$ cat src/rtl/dfp_arbiter_pkg.sv
// Shared types and sizing for the dfp cacheline arbiter.
// Imported by dfp_arbiter and dfp_arb_perf_counter.
package dfp_arb_types;

    localparam int NUM_REQ    = 2;
    localparam int PERF_CNT_W = 32;

    typedef enum logic [1:0] {
        IDLE   = 2'd0,
        GRANT0 = 2'd1,
        GRANT1 = 2'd2
    } arb_state_t;

endpackage

$ cat src/rtl/dfp_arbiter_perf_counter.sv
// Saturating event counter used by the arbiter perf ports.
// Instantiated only when DFP_ARB_PERF_EN is defined.
module dfp_arb_perf_counter
    import dfp_arb_types::*;
(
    input  logic                  clk,
    input  logic                  rst,
    input  logic                  inc,
    output logic [PERF_CNT_W-1:0] count
);

    localparam logic [PERF_CNT_W-1:0] ONE = 1;

    always_ff @(posedge clk or posedge rst) begin
        if (rst) begin
            count <= '0;
        end else if (inc && (count != '1)) begin
            count <= count + ONE;
        end
    end

endmodule

$ cat src/rtl/dfp_arbiter.sv
// Round-robin arbiter: I-cache (0) and D-cache (1) share one line port.
// Define DFP_ARB_PERF_EN to build the grant/wait perf counters.
module dfp_arbiter
    import dfp_arb_types::*;
#(
    parameter int ADDR_WIDTH = 32,
    parameter int LINE_WIDTH = 256
) (
    input  logic                  clk,
    input  logic                  rst,
    input  logic [ADDR_WIDTH-1:0] req_addr    [NUM_REQ],
    input  logic                  req_read    [NUM_REQ],
    input  logic                  req_write   [NUM_REQ],
    input  logic [LINE_WIDTH-1:0] req_wdata   [NUM_REQ],
    output logic [LINE_WIDTH-1:0] req_rdata   [NUM_REQ],
    output logic                  req_resp    [NUM_REQ],
    output logic [ADDR_WIDTH-1:0] mem_addr,
    output logic                  mem_read,
    output logic                  mem_write,
    output logic [LINE_WIDTH-1:0] mem_wdata,
    input  logic [LINE_WIDTH-1:0] mem_rdata,
    input  logic                  mem_resp,
    output logic [PERF_CNT_W-1:0] perf_grants [NUM_REQ],
    output logic [PERF_CNT_W-1:0] perf_wait   [NUM_REQ]
);

    arb_state_t         state;
    arb_state_t         state_nx;
    logic               last_grant;
    logic               last_grant_nx;
    logic [NUM_REQ-1:0] active;
    logic [NUM_REQ-1:0] gnt_oh;
    logic [NUM_REQ-1:0] gnt_nx_oh;
    logic               gnt_idx;

    for (genvar g = 0; g < NUM_REQ; g++) begin : g_act
        assign active[g] = req_read[g] | req_write[g];
    end

    assign gnt_oh    = {state == GRANT1, state == GRANT0};
    assign gnt_nx_oh = {state_nx == GRANT1, state_nx == GRANT0};
    assign gnt_idx   = gnt_oh[1];

    // The granted requester's own line is ignored on its mem_resp
    // cycle: it is still high for the transaction just completed.
    always_comb begin
        state_nx      = state;
        last_grant_nx = last_grant;
        unique case (state)
            IDLE: begin
                if (active[0] && active[1]) begin
                    state_nx = last_grant ? GRANT0 : GRANT1;
                end else if (active[0]) begin
                    state_nx = GRANT0;
                end else if (active[1]) begin
                    state_nx = GRANT1;
                end
            end
            GRANT0: begin
                if (mem_resp) begin
                    state_nx = active[1] ? GRANT1 : IDLE;
                end
            end
            GRANT1: begin
                if (mem_resp) begin
                    state_nx = active[0] ? GRANT0 : IDLE;
                end
            end
            default: state_nx = IDLE;
        endcase
        if (gnt_nx_oh[0] && !gnt_oh[0]) begin
            last_grant_nx = 1'b0;
        end else if (gnt_nx_oh[1] && !gnt_oh[1]) begin
            last_grant_nx = 1'b1;
        end
    end

    always_ff @(posedge clk or posedge rst) begin
        if (rst) begin
            state      <= IDLE;
            last_grant <= 1'b1;
        end else begin
            state      <= state_nx;
            last_grant <= last_grant_nx;
        end
    end

    // Memory side depends only on registered state, never on mem_resp.
    always_comb begin
        mem_addr  = '0;
        mem_read  = 1'b0;
        mem_write = 1'b0;
        mem_wdata = '0;
        if (|gnt_oh) begin
            mem_addr  = req_addr[gnt_idx];
            mem_write = req_write[gnt_idx];
            mem_read  = req_read[gnt_idx] & ~req_write[gnt_idx];
            mem_wdata = req_wdata[gnt_idx];
        end
    end

    for (genvar g = 0; g < NUM_REQ; g++) begin : g_rsp
        assign req_resp[g]  = gnt_oh[g] & mem_resp;
        assign req_rdata[g] = gnt_oh[g] ? mem_rdata : '0;
    end

`ifdef DFP_ARB_PERF_EN
    logic [NUM_REQ-1:0] enter;
    logic [NUM_REQ-1:0] waiting;

    for (genvar g = 0; g < NUM_REQ; g++) begin : g_perf
        assign enter[g]   = gnt_nx_oh[g] & ~gnt_oh[g];
        assign waiting[g] = active[g] & ~gnt_oh[g] & ~gnt_nx_oh[g];

        dfp_arb_perf_counter u_grants (
            .clk   (clk),
            .rst   (rst),
            .inc   (enter[g]),
            .count (perf_grants[g])
        );

        dfp_arb_perf_counter u_wait (
            .clk   (clk),
            .rst   (rst),
            .inc   (waiting[g]),
            .count (perf_wait[g])
        );
    end
`else
    for (genvar g = 0; g < NUM_REQ; g++) begin : g_perf
        assign perf_grants[g] = '0;
        assign perf_wait[g]   = '0;
    end
`endif

endmodule

$ cat config.mk
export PLATFORM = sky130hd
export DESIGN_NAME = dfp_arbiter
export DESIGN_NICKNAME = d
export VERILOG_FILES = /design/src/rtl/dfp_arbiter_pkg.sv /design/src/rtl/dfp_arbiter_perf_counter.sv /design/src/rtl/dfp_arbiter.sv
export SDC_FILE = /design/constraint.sdc
export NUM_CORES = 1
export LEC_CHECK = 0
export ABC_CLOCK_PERIOD_IN_PS = 4980
export CAP_MARGIN = 20
export CORE_AREA = 2 2 693 695
export CTS_CLUSTER_DIAMETER = 100
export CTS_CLUSTER_SIZE = 8
export DETAILED_ROUTE_END_ITERATION = 10
export DIE_AREA = 0 0 695 697
export PLACE_DENSITY_LB_ADDON = 0.2
export SYNTH_ARGS = -nofsm -noshare
export SYNTH_HDL_FRONTEND = slang
export SYNTH_HIERARCHICAL = 1
export SYNTH_SLANG_ARGS = --single-unit
$ cat constraint.sdc
create_clock -name clk -period 4.98 [get_ports clk]
set_input_delay 0.996 -clock clk [delete_from_list [all_inputs] [get_ports clk]]
set_output_delay 0.996 -clock clk [all_outputs]
set_load 0.05 [all_outputs]
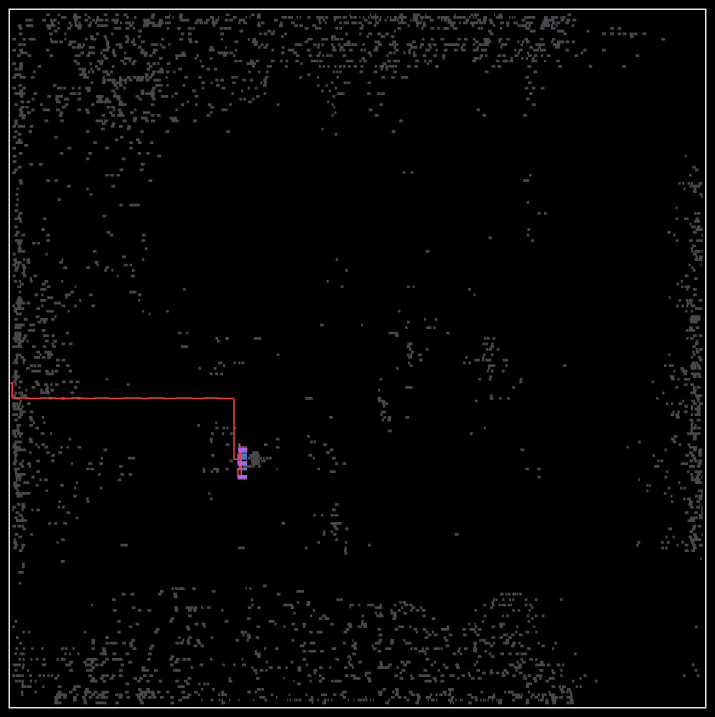
(run_1/clk_routes.png)
Scale: 1 px per um.
Red marks clock wires, length 409 um. Purple marks clock drivers, count 3. Blue marks flip-flops, count 3.
There are 4 routed clock nets.

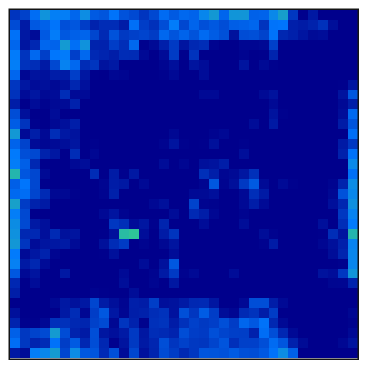
(run_1/cell_density.png)
Scale: 0.5 px per um. 35 x 35 tiles, from dark blue (low) to red (high), 0 to 100% covered.
The fullest tile reaches 44%. The densest ninth of the die: top left. The mean over all tiles is 5.2%. The emptiest ninth of the die: middle. 58% of the tiles are nearly empty.

==> reports/metrics.csv <==
stage;metric;value;unit
yosys;cell count after synthesis;1378;
power;Comb. pwr;0.0239;W
timing;Fmax achieved;213;MHz
yosys;synth cell count leaders;and2_1 (515), nor2b_1 (290), mux2i_1 (289), buf_4 (128), clkbuf_1 (92);
hold_path;Hold Crit Endpoint;last_grant$_DFFE_PP1P_;
yosys;Syn Std Cell Area;9680;um2
layout;flop share of the area;0.229;%
yosys;Commonest flop;dfrtp_1;
clock_network;CTS tree;built;
layout;area of the multi-input gates;8640;um2
yosys;Logic family by area;simple AND/OR/NAND/NOR gates;
yosys;Syn Area/Cell;7.02;um2
worst_setup_path;critical path peak fanout;98;
clock_network;H-tree levels;1;
clock_network;Root Driver;clkbuf_16;
clock_network;Clock Sinks;3;
layout;non-clk buf share;48.9;%
timing;final worst-path cycle share;94.4;%
placed_design;GP Congestion;0.936;
power;Gate power share;99.2;%
clock_network;Late-Pin Clk Latency;230;ps
worst_setup_path;endpoint class of the critical path;output port;
floorplan;# Taps;6400;
drt;vias;17900;
drt;vias per cell;1.90;
layout;proportion of cell area spent on the clock network;0.237;%
floorplan;IO Pins;1771;
layout;Non-Filler Instances;9435;
placed_design;half-perimeter wire length after placement;308;mm
worst_setup_path;r2r startpoint;state[0]$_DFF_PP0_;
job;Max Cap Viol;0;
worst_setup_path;capture point of the worst reg-to-reg path;last_grant$_DFFE_PP1P_;
layout;sequential cell count;3;
layout;Largest register FFs;2;
drt;Top Layer Used;met5;
floorplan;cell row count;254;
yosys;top cells, area;and2_1 (33%), mux2i_1 (30%), nor2b_1 (19%);
yosys;Multiplexer share;29.9;%
yosys;yosys xor share;0;%
worst_setup_path;cell family contributing the most delay on the critical path;buffers and inverters;
power;Top Consumer;combinational cells;
yosys;yosys simple share;52.4;%
clock_network;Post-CTS Setup Repair Bufs;0;
layout;Biggest register;state;
yosys;yosys stat chip area;9680;um2
layout;layout cell share with drive strength beyond 1;13.4;%
floorplan;die extent in y;697;um
worst_setup_path;Crit path depth;6;
drt;post-route antenna net violation count;0;
yosys;Max-area cell share;33.3;%
floorplan;fp_density;2.03;%
worst_setup_path;CP startpoint;state[0]$_DFF_PP0_;
clock_network;total CTS buffers;3;
drt;routed wl met3;42.9;mm
timing;setup TNS;0;ps
clock_network;CTS Hold Bufs;0;
layout;area grow syn2layout;244;%
layout;most frequent cells in the layout;clkdlybuf4s50_1 (1318), and2_1 (515), buf_4 (347), nor2b_1 (289), mux2i_1 (287);
placed_design;Post-Place Setup Slack;401;ps
drt;DRC;0;
timing;max-slew violation count;0;
grt;total gr overflow;0;
layout;clk_buf instances;4;
worst_setup_path;critical path class;flop to output port;
hold_path;HP Start;last_grant$_DFFE_PP1P_;
timing;Least-Margin Pin Slew;987;ps
drt;final wirelength;323;mm
worst_setup_path;slowest CP cell;clkdlybuf4s50_1;
power;Clk pwr share;0.5;%
power;Final Total Pwr;0.0241;W
placed_design;dpl cells;9359;
power;Leak Pwr;10.8;nW
status;status;completed;
worst_setup_path;CP bufs+invs;3;
layout;Inserted Diodes;72;
layout;# fillers;56200;
yosys;Adder Area Share;0.517;%
layout;combinational share of cell area;26.0;%
power;P_sw;0.0175;W
worst_setup_path;crit path capture;mem_wdata[42];
grt;initial antenna violation count;333;
worst_setup_path;slowest stage delay, CP;770;ps
hold_path;Worst Hold Class;flop to flop;
grt;met1 usage;14.0;%
timing;Final setup viols;0;
drt;metal2 WL;153;mm
power;Clock net power;0.000129;W
yosys;cell type with the largest total area;and2_1;
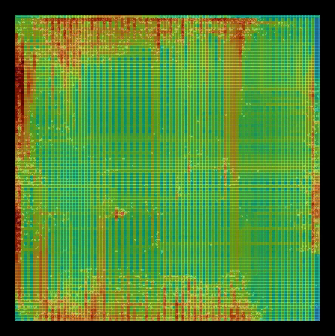
(run_1/congestion.png)
Global Route met2 Usage: 21.8%
post-DR wirelength/cell: 34.2 um
met3 GRT Util: 7.37%

No activity file was given, so power comes from the tool's default toggle rates.
